<file path="config.mk">
export PLATFORM = sky130hd
export DESIGN_NAME = flip_sched
export DESIGN_NICKNAME = d
export VERILOG_FILES = /design/src/rtl/flip_sched.sv
export SDC_FILE = /design/constraint.sdc
export NUM_CORES = 1
export LEC_CHECK = 0
export CORE_MARGIN = 1.5
export CORE_UTILIZATION = 50
export CTS_CLUSTER_SIZE = 40
export DETAILED_ROUTE_END_ITERATION = 8
export PLACE_DENSITY = 0.82
export SLEW_MARGIN = 10
export SYNTH_ARGS = -nofsm -noshare
export SYNTH_HDL_FRONTEND = slang
export SYNTH_SLANG_ARGS = --single-unit
export TNS_END_PERCENT = 20
</file>
<file path="constraint.sdc">
create_clock -name clk_i -period 5.4 [get_ports clk_i]
set_clock_uncertainty 0.2 [all_clocks]
set_input_delay 0.54 -clock clk_i [delete_from_list [all_inputs] [get_ports clk_i]]
set_output_delay 0.54 -clock clk_i [all_outputs]
set_load 0.01 [all_outputs]
</file>
<file path="src/rtl/flip_sched.sv">
`default_nettype none
// ============================================================================
//  Module   : flip_sched
//  Purpose  : Run controller for one flip_engine. Latches a run configuration,
//             flushes the engine, meters exactly icon_num spins per pass,
//             drains the one-deep output pipe, waits for icon-finish, and
//             repeats for the configured number of passes.
//  Revision : 1.0  initial release
// ----------------------------------------------------------------------------
//  Ports
//    clk_i, rst_ni             clock, synchronous active-low reset
//    start_i, abort_i          run control (start sampled in IDLE only)
//    cfg_icon_num_i            spins per pass, 1..FLIP_ICON_DEPTH
//    cfg_repeat_i              pass count, 0 treated as 1
//    cfg_flip_disable_i        run the engine in bypass
//    spin_gate_o               qualifies the upstream spin valid
//    fe_spin_hs_i, fe_out_hs_i engine input / output handshakes
//    fe_icon_finish_i          engine icon-finish indication
//    fe_en_o, fe_cmpt_en_o, fe_flush_o, fe_flip_disable_o, fe_icon_last_o
//                              engine controls
//    busy_o, done_o, aborted_o, cfg_err_o, pass_cnt_o   status
// ============================================================================
module flip_sched #(
  parameter int FLIP_ICON_DEPTH = 1024,
  parameter int ADDR_W          = $clog2(FLIP_ICON_DEPTH),
  parameter int ITER_W          = 16
) (
  input  logic              clk_i,
  input  logic              rst_ni,
  input  logic              start_i,
  input  logic              abort_i,
  input  logic [ADDR_W:0]   cfg_icon_num_i,
  input  logic [ITER_W-1:0] cfg_repeat_i,
  input  logic              cfg_flip_disable_i,
  output logic              spin_gate_o,
  input  logic              fe_spin_hs_i,
  input  logic              fe_out_hs_i,
  input  logic              fe_icon_finish_i,
  output logic              fe_en_o,
  output logic              fe_cmpt_en_o,
  output logic              fe_flush_o,
  output logic              fe_flip_disable_o,
  output logic [ADDR_W:0]   fe_icon_last_o,
  output logic              busy_o,
  output logic              done_o,
  output logic              aborted_o,
  output logic              cfg_err_o,
  output logic [ITER_W-1:0] pass_cnt_o
);

  typedef enum logic [2:0] {
    S_IDLE  = 3'd0,
    S_FLUSH = 3'd1,
    S_RUN   = 3'd2,
    S_DRAIN = 3'd3,
    S_DONE  = 3'd4,
    S_ABORT = 3'd5
  } state_e;

  localparam logic [ADDR_W:0] DEPTH_C = (ADDR_W+1)'(FLIP_ICON_DEPTH);

  state_e            state_q, state_d;
  logic [ADDR_W:0]   icon_num_q, icon_num_d;
  logic [ITER_W-1:0] repeat_q, repeat_d;
  logic              flip_dis_q, flip_dis_d;
  logic [ITER_W-1:0] pass_cnt_q, pass_cnt_d;
  logic [ADDR_W:0]   issued_q, issued_d;
  logic [ADDR_W:0]   completed_q, completed_d;

  logic en_q, en_d, cmpt_en_q, cmpt_en_d, flush_q, flush_d;
  logic busy_q, busy_d, done_q, done_d, aborted_q, aborted_d;
  logic cfg_err_q, cfg_err_d;

  logic            cfg_ok;
  logic            issued_inc, completed_inc;
  logic [ADDR_W:0] issued_nx, completed_nx;
  logic [ITER_W:0] pass_next;
  logic            more_passes;

  // Counters saturate at icon_num, so a stray handshake can never push
  // either count past the pass length.
  assign issued_inc    = fe_spin_hs_i && (issued_q < icon_num_q);
  assign completed_inc = fe_out_hs_i && (completed_q < icon_num_q);
  assign issued_nx     = issued_q + {{ADDR_W{1'b0}}, issued_inc};
  assign completed_nx  = completed_q + {{ADDR_W{1'b0}}, completed_inc};

  assign cfg_ok      = (cfg_icon_num_i != '0) && (cfg_icon_num_i <= DEPTH_C);
  assign pass_next   = {1'b0, pass_cnt_q} + (ITER_W+1)'(1);
  assign more_passes = pass_next < {1'b0, repeat_q};

  always_comb begin
    state_d     = state_q;
    icon_num_d  = icon_num_q;
    repeat_d    = repeat_q;
    flip_dis_d  = flip_dis_q;
    pass_cnt_d  = pass_cnt_q;
    issued_d    = issued_q;
    completed_d = completed_q;
    cfg_err_d   = 1'b0;

    case (state_q)
      S_IDLE: begin
        // abort_i alongside start_i suppresses the start entirely
        if (start_i && !abort_i) begin
          if (cfg_ok) begin
            icon_num_d = cfg_icon_num_i;
            repeat_d   = (cfg_repeat_i == '0) ? ITER_W'(1) : cfg_repeat_i;
            flip_dis_d = cfg_flip_disable_i;
            pass_cnt_d = '0;
            state_d    = S_FLUSH;
          end else begin
            cfg_err_d = 1'b1;
          end
        end
      end
      S_FLUSH: begin
        issued_d    = '0;
        completed_d = '0;
        state_d     = S_RUN;
      end
      S_RUN: begin
        issued_d    = issued_nx;
        completed_d = completed_nx;
        if (issued_nx == icon_num_q) state_d = S_DRAIN;
      end
      S_DRAIN: begin
        issued_d    = issued_nx;
        completed_d = completed_nx;
        // In bypass the engine never raises icon-finish; the drained pipe
        // alone ends the pass.
        if ((completed_nx == icon_num_q) && (fe_icon_finish_i || flip_dis_q)) begin
          pass_cnt_d = pass_next[ITER_W-1:0];
          state_d    = more_passes ? S_FLUSH : S_DONE;
        end
      end
      S_DONE:  state_d = S_IDLE;
      S_ABORT: state_d = S_IDLE;
      default: state_d = S_IDLE;
    endcase

    if (abort_i && (state_q inside {S_FLUSH, S_RUN, S_DRAIN, S_DONE})) begin
      state_d     = S_ABORT;
      pass_cnt_d  = pass_cnt_q;
      issued_d    = issued_q;
      completed_d = completed_q;
    end
  end

  // Engine controls and status pulses are decoded from the next state and
  // registered, so they line up with the state they describe.
  always_comb begin
    en_d      = state_d inside {S_FLUSH, S_RUN, S_DRAIN, S_ABORT};
    cmpt_en_d = (state_d == S_RUN);
    flush_d   = (state_d == S_FLUSH) || (state_d == S_ABORT);
    busy_d    = (state_d != S_IDLE);
    done_d    = (state_d == S_DONE);
    aborted_d = (state_d == S_ABORT);
  end

  always_ff @(posedge clk_i) begin
    if (!rst_ni) begin
      state_q     <= S_IDLE;
      icon_num_q  <= '0;
      repeat_q    <= '0;
      flip_dis_q  <= 1'b0;
      pass_cnt_q  <= '0;
      issued_q    <= '0;
      completed_q <= '0;
      en_q        <= 1'b0;
      cmpt_en_q   <= 1'b0;
      flush_q     <= 1'b0;
      busy_q      <= 1'b0;
      done_q      <= 1'b0;
      aborted_q   <= 1'b0;
      cfg_err_q   <= 1'b0;
    end else begin
      state_q     <= state_d;
      icon_num_q  <= icon_num_d;
      repeat_q    <= repeat_d;
      flip_dis_q  <= flip_dis_d;
      pass_cnt_q  <= pass_cnt_d;
      issued_q    <= issued_d;
      completed_q <= completed_d;
      en_q        <= en_d;
      cmpt_en_q   <= cmpt_en_d;
      flush_q     <= flush_d;
      busy_q      <= busy_d;
      done_q      <= done_d;
      aborted_q   <= aborted_d;
      cfg_err_q   <= cfg_err_d;
    end
  end

  // Combinational so the gate falls in the cycle right after the final
  // handshake rather than one cycle late.
  assign spin_gate_o       = (state_q == S_RUN) && (issued_q < icon_num_q);
  assign fe_en_o           = en_q;
  assign fe_cmpt_en_o      = cmpt_en_q;
  assign fe_flush_o        = flush_q;
  assign fe_flip_disable_o = flip_dis_q;
  assign fe_icon_last_o    = icon_num_q;
  assign busy_o            = busy_q;
  assign done_o            = done_q;
  assign aborted_o         = aborted_q;
  assign cfg_err_o         = cfg_err_q;
  assign pass_cnt_o        = pass_cnt_q;

endmodule
`default_nettype wire

</file>
**Met1 routing**

Scale bar: 20 um.
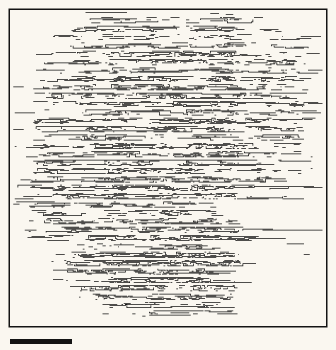
- nets with wire on the layer: 700
- main direction: horizontal

**M2 wires**

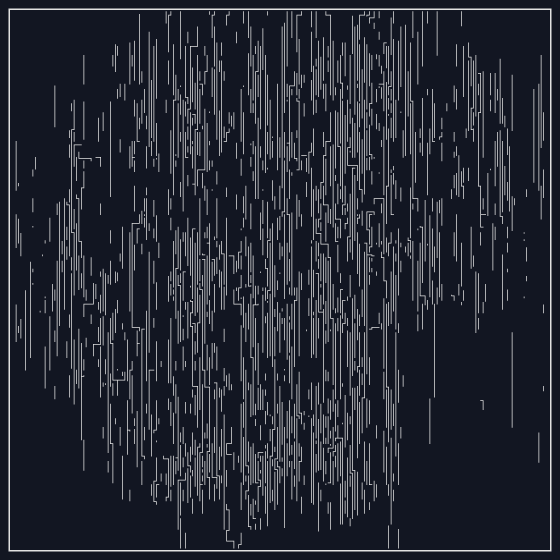
- wire length on this layer: 6100 um
- longest straight run: 30.6 um

**Signal wires on met3**

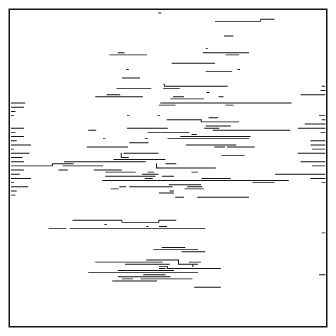
- longest straight run: 60.3 um
- share of all routed wire: 8.7%
- main direction: horizontal
- nets with wire on the layer: 105
met3 GRT Util: 5.63%
detailed-route wire length: 13600 um

==> metrics.csv <==
metric,value,unit
ys flops,76,
crit share post-route,91.6,%
Min-Delay Path Class,register to register,
Post-Synthesis Cells,620,
vias,4848,
CTS Sinks,76,
RSZ-0062 raised after global routing,no,
Final Hold Slack,0.302,ns
Die ar.,0.0105,sq mm
average footprint of a synthesized cell,8.01,sq um
per-cell routed wire length,16.7,um
"Buf+Inv Stages, Crit Path",1,
max_slew headroom,24.6,%
Slew Limit Fails,0,
Sequential Area,0.00152,sq mm
sequential power share,49.4,%
element type at the critical path end,register,
logic area,0.00321,sq mm
OpenROAD warning count,26,
Initial DRT Pass Iterations,5,
Routed Antenna Nets,0,
number of enable flip-flop cells,0,
Net Sw Frac,29.8,%
endpoints failing setup,0,
Residual DRC,0,
n_diodes,0,
Final Hold Fails,0,
# rows,36,
CTS Buffer Depth,2,
die height,103,um
largest net degree at the start of global routing,68,
die width,103,um
max-cap violations,0,
Netlist cell types,56,
H-Tree Depth,3,
postcts setup bufs,0,
critical path launch point type,register,
vias in the first global route,4384,
input/output buffers,70,
Clock Power Share,35.7,%
Critical Setup Path Class,register to register,
"Cell Area, Synth",0.00496,sq mm
RD Place Congestion,0.969,
Setup TNS Final,0,ns
Vias per Instance,5.97,
Inserted Clock Buffers,9,
initial antenna violation count,0,
dpl cells,796,
first-pass GRT wire length,21500,um
ys flop type,dfxtp_1,
P_leak,2.13,nW
CTS tree,done,
nets,749,
clock period minus worst slack,4.95,ns
Initial Utilization,51.3,%
"top cells, area","dfxtp_1 (31%), ha_1 (10%), nor2_1 (5.7%)",
PostCTS Resize Cnt,0,
Core Area,0.00968,sq mm
HPWL Detailed,9870,um
largest area contributor in the netlist,dfxtp_1,
Max Freq,202,MHz
Worst EP required,5.50,ns
"Net Count, Synth",695,
Yosys chip area,0.00496,sq mm
Logic pwr share,14.9,%
# IOs,71,
critical-path cell list,"inv_1, ha_1, a21o_1, a21o_1, a21o_1, a211oi_1, o21bai_1, a31oi_1, ha_1, ha_1, nand3_2, or3_4, a2111oi_4, o2111a_2, a41oi_4, or4_1, o21ai_0",
root buffer cell,clkbuf_8,
CP Max Fanout,28,
PwrDens,199,mW/mm^2
Worst-Margin Slew,1.13,ns
Yosys Warn Count,0,
Synth async-reset ratio,0,%
CP Data Arrival Time,5.05,ns
switching pwr,0.352,mW
# fillers,835,
worst vdd rail ir drop,0.133,mV
"Seq/Total Area, Yosys",30.6,%
outcome,"finished, final reports clean",
Internal,0.830,mW
grt total ovfl,0,
Placed Area,0.00575,sq mm
CTS Hold Bufs,0,
CP max stage delay,0.59,ns
design area,0.00594,sq mm
drt first-iter violations,398,
Top-area cell share,30.6,%
fraction of layout cells with a size suffix above 1,5.01,%
overall power,1.18,mW
gr usage total,26.1,%
"delay-heaviest family, CP",AND-OR/OR-AND gates,
Critical-path top delay cell,or4_1,
"Clk pin slew, worst setup/hold paths",0.10,ns
Late-Pin Clk Latency,0.37,ns
area delta synth->final,19.6,%
ys cells,620,
Non-Filler Instances,812,
## power groups by stage
stage               Combinational (mW)  Sequential [mW]  Clock (mW)
finish                           0.176            0.584       0.421
global route                     0.193            0.586       0.449
CTS                              0.175            0.584       0.423
detailed placement               0.173            0.597           0
global placement                 0.170            0.596           0
floorplan                        0.102            0.597           0
## logic make-up (layout without fill, tap and decap cells)
family	Yosys count	after routing	share of synthesized area, %
DFF	76	76	30.6
adders and majority gates	40	40	10.1
AOI/OAI and AO/OA	128	128	17.2
muxes	27	27	5.44
and+or+nand+nor	246	246	24.5
xor gates and xnor gates	42	42	7.41
buffers and inverters	61	120	4.74
## path summary, 6_finish.rpt
path	startpoint	to	slack (ns)	cells after the start
worst max-delay path	fe_icon_last_o[1]	pass_cnt_o[3]	0.45	17
worst min-delay path	pass_cnt_o[14]	pass_cnt_o[14]	0.30	2
worst max register to register	fe_icon_last_o[1]	pass_cnt_o[3]	0.45	17
worst min register to register	pass_cnt_o[14]	pass_cnt_o[14]	0.30	2
## cells in the mapped netlist, types with 17 or more instances
cell type and number:
dfxtp_1 76, nor2_1 76, nand2_1 51, a21oi_1 41, ha_1 40, o21ai_0 29
xnor2_1 29, inv_1 28, mux2i_1 27, clkbuf_1 26, nor3_1 22, nand3_1 17
## through the flow
step / setup WS [ns] / util, %
3_3_place_gp: 0.759 / 59.4
6_report: 0.451 / 61.3
3_5_place_dp: 0.535 / 59.4
4_1_cts: 0.492 / 61.3
2_1_floorplan: 1.08 / -
5_1_grt: 0.214 / 61.3
## layout by cell type, fill, tap and decap left out, types with 9 or more instances in the layout
| cell type | count |
|---|---|
| nor2_1 | 76 |
| dfxtp_1 | 76 |
| clkdlybuf4s50_1 | 70 |
| nand2_1 | 51 |
| a21oi_1 | 41 |
| ha_1 | 40 |
| o21ai_0 | 29 |
| xnor2_1 | 29 |
| inv_1 | 27 |
| mux2i_1 | 27 |
| nor3_1 | 21 |
| nand3_1 | 17 |
| xor2_1 | 13 |
| nand4_1 | 13 |
| and3_1 | 11 |
| nor4_1 | 9 |
| clkbuf_8 | 9 |
## cell type report
class | count | area share [%]
multi-input cells | 483 | 54.2
flip-flops and latches | 76 | 25.6
repair buffers | 76 | 12.6
well taps | 133 | 2.80
clock buffers | 9 | 2.09
inverters | 28 | 1.77
clock inverters | 7 | 0.991
## state kept, by name, indices dropped and copies added (netlist names)
name and count:
repeat_q 16, fe_icon_last_o 11, fe_flip_disable_o 1, busy_o 1, cfg_err_o 1, completed_q 11, aborted_o 1, done_o 1
fe_flush_o 1, state_q 3, fe_en_o 1, issued_q 11, pass_cnt_o 16, fe_cmpt_en_o 1
## routing by layer
metal	vias to the layer above	share of wire [%]	wire length (um)	GRT usage, %
li1	2333	-	-	-
met1	2260	45	6040	35.6
met2	231	45	6100	41.2
met3	24	8.7	1170	5.63
met4	0	1.9	254	8.85
met5	-	0	0	0
No activity file was given, so power comes from the tool's default toggle rates.
